==> src/rtl/fetch_unit_if.sv <==
// Memory-side and decoder-side bundles for the instruction fetch unit.
interface fetch_mem_if #(
    parameter int ADDR_W = 10
);
    logic              mem_en;
    logic              mem_burst_en;
    logic [ADDR_W-1:0] mem_addr;
    logic              mem_we;
    logic [31:0]       mem_di;
    logic              mem_ack;
    logic [31:0]       mem_do;

    modport master (
        output mem_en,
        output mem_burst_en,
        output mem_addr,
        output mem_we,
        output mem_di,
        input  mem_ack,
        input  mem_do
    );

    modport slave (
        input  mem_en,
        input  mem_burst_en,
        input  mem_addr,
        input  mem_we,
        input  mem_di,
        output mem_ack,
        output mem_do
    );
endinterface

interface fetch_dec_if #(
    parameter int ADDR_W = 10
);
    logic [31:0]       instr;
    logic [ADDR_W-1:0] instr_pc;
    logic              instr_valid;
    logic              instr_ready;

    modport master (
        output instr,
        output instr_pc,
        output instr_valid,
        input  instr_ready
    );

    modport slave (
        input  instr,
        input  instr_pc,
        input  instr_valid,
        output instr_ready
    );
endinterface

==> src/rtl/fetch_unit.sv <==
// Sequential instruction fetcher with prefetch FIFO and redirect flush.
// Define FETCH_BURST_EN to keep mem_en high across consecutive acks.
module fetch_unit #(
    parameter int                DEPTH    = 4,
    parameter int                ADDR_W   = 10,
    parameter logic [ADDR_W-1:0] RESET_PC = '0
) (
    input  logic              clk,
    input  logic              reset,
    fetch_mem_if.master       mem,
    input  logic              redirect,
    input  logic [ADDR_W-1:0] redirect_addr,
    fetch_dec_if.master       dec
);

    localparam int PW = $clog2(DEPTH);
    localparam int CW = PW + 1;
    localparam logic [CW-1:0] DEPTH_C = CW'(DEPTH);
    localparam logic [CW-1:0] THRESH  = CW'(DEPTH - 1);

`ifdef FETCH_BURST_EN
    localparam bit BURST = 1'b1;
`else
    localparam bit BURST = 1'b0;
`endif

    typedef enum logic [1:0] {
        IDLE  = 2'd0,
        REQ   = 2'd1,
        FLUSH = 2'd2
    } state_t;

    state_t            state_q, state_d;
    logic [ADDR_W-1:0] fetch_q, fetch_d;
    logic [CW-1:0]     count_q, count_d;
    logic [PW-1:0]     wptr_q, wptr_d;
    logic [PW-1:0]     rptr_q, rptr_d;
    logic              flush_q, flush_d;
    logic              burst_q, burst_d;
    logic [31:0]       data_q [DEPTH];
    logic [31:0]       data_d [DEPTH];
    logic [ADDR_W-1:0] pc_q [DEPTH];
    logic [ADDR_W-1:0] pc_d [DEPTH];

    logic          valid;
    logic          push;
    logic          pop;
    logic [CW-1:0] free_d;

    assign valid = (count_q != '0);

    always_comb begin
        push    = mem.mem_ack && (state_q != FLUSH)
                  && (count_q < DEPTH_C) && !redirect;
        pop     = valid && dec.instr_ready && !redirect;
        state_d = state_q;
        fetch_d = fetch_q;
        count_d = count_q;
        wptr_d  = wptr_q;
        rptr_d  = rptr_q;
        flush_d = flush_q;
        data_d  = data_q;
        pc_d    = pc_q;

        if (redirect) begin
            state_d = FLUSH;
            fetch_d = redirect_addr;
            count_d = '0;
            wptr_d  = '0;
            rptr_d  = '0;
            flush_d = 1'b1;
        end else begin
            if (push) begin
                data_d[wptr_q] = mem.mem_do;
                pc_d[wptr_q]   = fetch_q;
                wptr_d         = wptr_q + PW'(1);
                fetch_d        = fetch_q + ADDR_W'(1);
            end
            if (pop) begin
                rptr_d = rptr_q + PW'(1);
            end
            count_d = count_q + CW'(push) - CW'(pop);

            // Stop requesting one entry early so a late ack still has a slot.
            unique case (state_q)
                IDLE: begin
                    if (count_d < THRESH) state_d = REQ;
                end
                REQ: begin
                    if (count_d >= THRESH) state_d = IDLE;
                    else if (push && !BURST) state_d = IDLE;
                end
                FLUSH: begin
                    if (!flush_q) state_d = IDLE;
                    else flush_d = 1'b0;
                end
                default: state_d = IDLE;
            endcase
        end

        free_d  = DEPTH_C - count_d;
        burst_d = BURST && (state_d == REQ) && (free_d >= CW'(3));
    end

    always_ff @(posedge clk or negedge reset) begin
        if (!reset) begin
            state_q <= IDLE;
            fetch_q <= RESET_PC;
            count_q <= '0;
            wptr_q  <= '0;
            rptr_q  <= '0;
            flush_q <= 1'b0;
            burst_q <= 1'b0;
            for (int i = 0; i < DEPTH; i++) begin
                data_q[i] <= '0;
                pc_q[i]   <= '0;
            end
        end else begin
            state_q <= state_d;
            fetch_q <= fetch_d;
            count_q <= count_d;
            wptr_q  <= wptr_d;
            rptr_q  <= rptr_d;
            flush_q <= flush_d;
            burst_q <= burst_d;
            data_q  <= data_d;
            pc_q    <= pc_d;
        end
    end

    assign mem.mem_en       = (state_q == REQ);
    assign mem.mem_burst_en = burst_q;
    assign mem.mem_addr     = fetch_q;
    assign mem.mem_we       = 1'b0;
    assign mem.mem_di       = '0;

    assign dec.instr_valid = valid;
    assign dec.instr       = valid ? data_q[rptr_q] : '0;
    assign dec.instr_pc    = valid ? pc_q[rptr_q] : '0;

endmodule
==> src/flat_wrapper.sv <==
// flat-port wrapper written by rule: the top's interface ports become plain ports
module fetch_unit_flat 
#(
    parameter int                DEPTH    = 4,
    parameter int                ADDR_W   = 10,
    parameter logic [ADDR_W-1:0] RESET_PC = '0
)
  (clk, reset, redirect, redirect_addr, mem_mem_en, mem_mem_burst_en, mem_mem_addr, mem_mem_we, mem_mem_di, mem_mem_ack, mem_mem_do, dec_instr, dec_instr_pc, dec_instr_valid, dec_instr_ready);
  fetch_mem_if #(.ADDR_W(ADDR_W)) mem_i ();
  fetch_dec_if #(.ADDR_W(ADDR_W)) dec_i ();
  input  logic clk;
  input  logic reset;
  input  logic redirect;
  input  logic [ADDR_W-1:0] redirect_addr;
  output wire logic [$bits(mem_i.mem_en)-1:0] mem_mem_en;
  output wire logic [$bits(mem_i.mem_burst_en)-1:0] mem_mem_burst_en;
  output wire logic [$bits(mem_i.mem_addr)-1:0] mem_mem_addr;
  output wire logic [$bits(mem_i.mem_we)-1:0] mem_mem_we;
  output wire logic [$bits(mem_i.mem_di)-1:0] mem_mem_di;
  input wire logic [$bits(mem_i.mem_ack)-1:0] mem_mem_ack;
  input wire logic [$bits(mem_i.mem_do)-1:0] mem_mem_do;
  output wire logic [$bits(dec_i.instr)-1:0] dec_instr;
  output wire logic [$bits(dec_i.instr_pc)-1:0] dec_instr_pc;
  output wire logic [$bits(dec_i.instr_valid)-1:0] dec_instr_valid;
  input wire logic [$bits(dec_i.instr_ready)-1:0] dec_instr_ready;
  assign mem_mem_en = mem_i.mem_en;
  assign mem_mem_burst_en = mem_i.mem_burst_en;
  assign mem_mem_addr = mem_i.mem_addr;
  assign mem_mem_we = mem_i.mem_we;
  assign mem_mem_di = mem_i.mem_di;
  assign mem_i.mem_ack = mem_mem_ack;
  assign mem_i.mem_do = mem_mem_do;
  assign dec_instr = dec_i.instr;
  assign dec_instr_pc = dec_i.instr_pc;
  assign dec_instr_valid = dec_i.instr_valid;
  assign dec_i.instr_ready = dec_instr_ready;
  fetch_unit #(.DEPTH(DEPTH), .ADDR_W(ADDR_W), .RESET_PC(RESET_PC)) u_core (.clk(clk), .reset(reset), .mem(mem_i), .redirect(redirect), .redirect_addr(redirect_addr), .dec(dec_i));
endmodule
==> config.mk <==
export PLATFORM = sky130hd
export DESIGN_NAME = fetch_unit_flat
export DESIGN_NICKNAME = d
export VERILOG_FILES = /design/src/rtl/fetch_unit_if.sv /design/src/rtl/fetch_unit.sv /design/src/flat_wrapper.sv
export SDC_FILE = /design/constraint.sdc
export NUM_CORES = 1
export LEC_CHECK = 0
export CAP_MARGIN = 20
export CORE_UTILIZATION = 54
export DETAILED_ROUTE_END_ITERATION = 16
export PLACE_DENSITY_LB_ADDON = 0.15
export SYNTH_ARGS = -nofsm -noshare
export SYNTH_HDL_FRONTEND = slang
export SYNTH_SLANG_ARGS = --single-unit
==> constraint.sdc <==
create_clock -name clk -period 3.1 [get_ports clk]
set_input_delay 0.62 -clock clk [delete_from_list [all_inputs] [get_ports clk]]
set_output_delay 0.62 -clock clk [all_outputs]
set_load 0.05 [all_outputs]
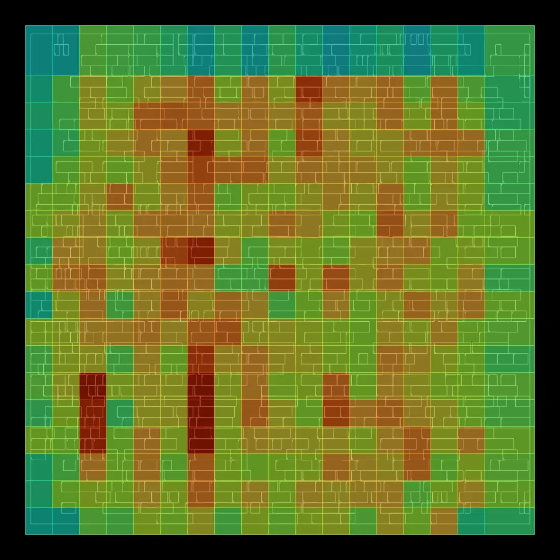
Fig. 1. Routing congestion.
Post-Route Utilization: 69.8%
Routed wire per std cell: 19.0 µm
overall global routing resource usage: 22.9%
GR Util met1: 29.1%

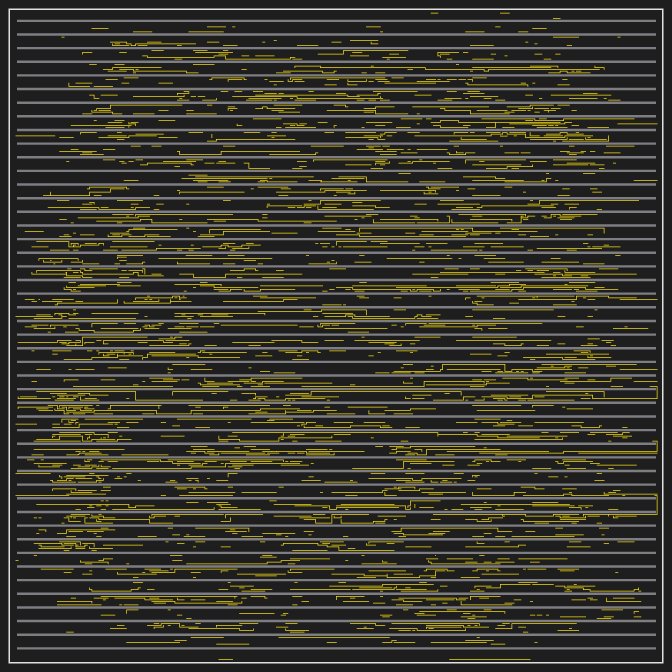
Fig. 2. Signal wires on met1.
Supply wires on this layer in grey.
longest straight run	40.9 µm
wire length on this layer	7610 µm
nets with wire on the layer	659
main direction	horizontal
via count: 5165
Post-Route WL: 17800 µm

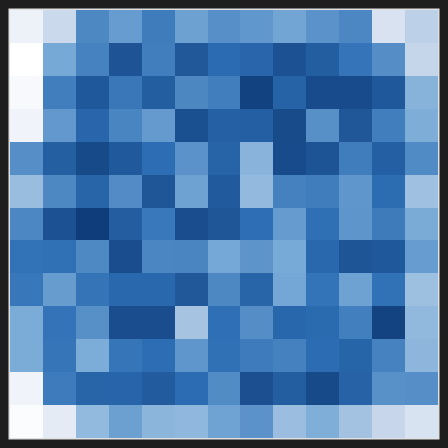
Fig. 3. Cell area per tile.
13 x 13 tiles, from white (low) to dark blue (high), 0 to 100% covered.
nearly empty tiles	0.60%
mean over tiles	64%
tiles over 75% full	36%
fullest tile	95%
floorplan utilization: 55.5%
area of the core: 15900 µm²

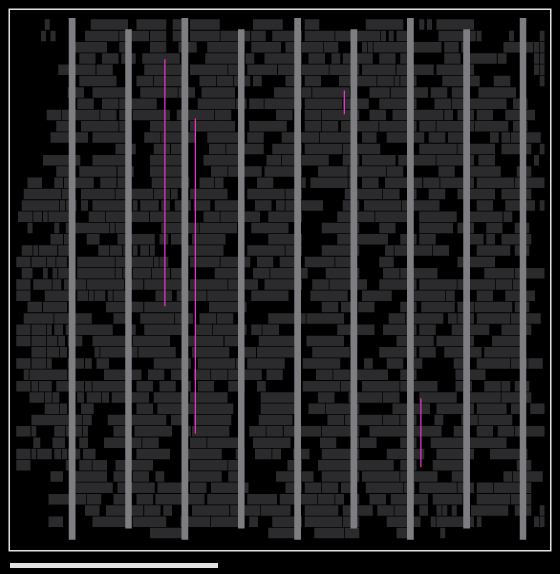
Fig. 4. Metal 4.
The bar under the picture is 50 µm long. Supply wires on this layer in grey.
longest straight run	75.5 µm
share of all routed wire	0.88%

==> results.sh <==
# source this file to load flow results
export IMPL_outcome="complete, no violations"
export IMPL_finalWorstSetupSlack_ns=0.247
export IMPL_number_of_buffers_created_by_cts=17
export IMPL_num_antenna_cells=0
export IMPL_finish_instance_area_um2=11100
export IMPL_yosys_cell_types_count=35
export IMPL_yosysTopAreaCell="sky130_fd_sc_hd__dfrtp_1"
export IMPL_cp_buffers_inverters=2
export IMPL_cellLeakagePower_nw=5.11
export IMPL_hpwlAfterDp_um=11800
export IMPL_share_of_the_clock_period_used_by_the_worst_path_pct=92.0
export IMPL_lay_top_count="sky130_fd_sc_hd__dfrtp_1"
export IMPL_rsz_0062_raised_after_global_routing="no"
export IMPL_place_gp_congestion=0.784
export IMPL_synth_top_cell_area_share_pct=53.2
export IMPL_timing_setup_tns_ns=0
export IMPL_post_place_cells=906
export IMPL_finish_cell_count_without_fillers=936
export IMPL_rows=46
export IMPL_cts_sink_count=188
export IMPL_grt_remaining_overflow=0
export IMPL_timing_max_transition_violations_final=0
export IMPL_postPlaceCellArea_um2=10600
export IMPL_dpl_ws_ns=-0.220
export IMPL_netlist_top_cells_area="sky130_fd_sc_hd__dfrtp_1, sky130_fd_sc_hd__mux2_2, sky130_fd_sc_hd__mux4_2"
export IMPL_worst_slew_pin_transition_ns=0.597
export IMPL_cts_tree="yes"
export IMPL_syn_area_um2=8850
export IMPL_wire_length_of_the_first_global_routing_pass_um=28600
export IMPL_number_of_cells_on_the_worst_reg_to_reg_path=12
export IMPL_crit_cells=12
export IMPL_number_of_vias_per_cell=5.52
export IMPL_drive_gt1_share_pct=43.5
export IMPL_timing_critical_path_from_type="flop"
export IMPL_vias_in_the_first_global_route=5523
export IMPL_drcViolationCount=0
export IMPL_critPathSlowestCell="sky130_fd_sc_hd__dfrtp_1"
export IMPL_synthFlopType="sky130_fd_sc_hd__dfrtp_1"
export IMPL_grt_start_max_net_pins=73
export IMPL_warnings=29
export IMPL_cp_top_family="adder cells"
export IMPL_max_clock_path_buffers=2
export IMPL_biggest_cell_delay_along_the_critical_path_ns=0.43
export IMPL_port_buffers=100
export IMPL_final_hold_violating_endpoints=0
[sequential cells by signal, summed over array words and instances (netlist names)]
name and count:
u_core.data_q 128, u_core.state_q 2, u_core.pc_q 40, u_core.flush_q 1, u_core.count_q 3, u_core.mem.mem_addr 10, u_core.rptr_q 2, u_core.wptr_q 2
[power by group]
part / internal, W / leakage (nW) / switching, W / total (W)
Combinational: 0.00254 / 2.35 / 0.00234 / 0.00488
Sequential: 0.00315 / 2.47 / 0.000427 / 0.00358
Clock: 0.00123 / 0.288 / 0.000864 / 0.00210
Total: 0.00692 / 5.11 / 0.00363 / 0.0106
[logic make-up after synthesis]
group	after synthesis	share of synthesized area, %
other cells	1	0.0424
compound gates	18	1.17
simple gates	89	5.73
xor+xnor	13	1.29
mux	211	32.2
buf+inv	81	5.19
fa+ha+maj	8	1.22
flops	188	53.2
[metal layers]
metal / up-vias / share of wire [%] / GRT usage (%) / wire length (µm)
met3: 13 / 3.2 / 4.88 / 565
met4: 0 / 0.88 / 6.63 / 156
met2: 101 / 53 / 39.6 / 9440
li1: 2309 / - / - / -
met5: - / 0 / 0 / 0
met1: 2742 / 43 / 29.1 / 7610
[worst paths after layout]
path / from / to / slack (ns)
min: reset / u_core.data_q[70] / 0.17
max: u_core.count_q[1] / u_core.state_q[0] / 0.25
max in group asynchronous: reset / u_core.rptr_q[1] / 2.16
min reg2reg: u_core.flush_q / u_core.state_q[1] / 0.49
max reg2reg: u_core.count_q[1] / u_core.state_q[0] / 0.25
min in group clk: u_core.flush_q / u_core.state_q[1] / 0.49
[cell type report]
type / instances / area [µm²]
repair buffers: 122 / 1750
clock inverters: 9 / 95.1
flip-flops and latches: 188 / 4710
multi-input cells: 373 / 3810
inverters: 7 / 26.3
fillers: 1069 / 4810
clock buffers: 21 / 470
well taps: 216 / 270
Power is estimated from default activity; no workload was simulated.
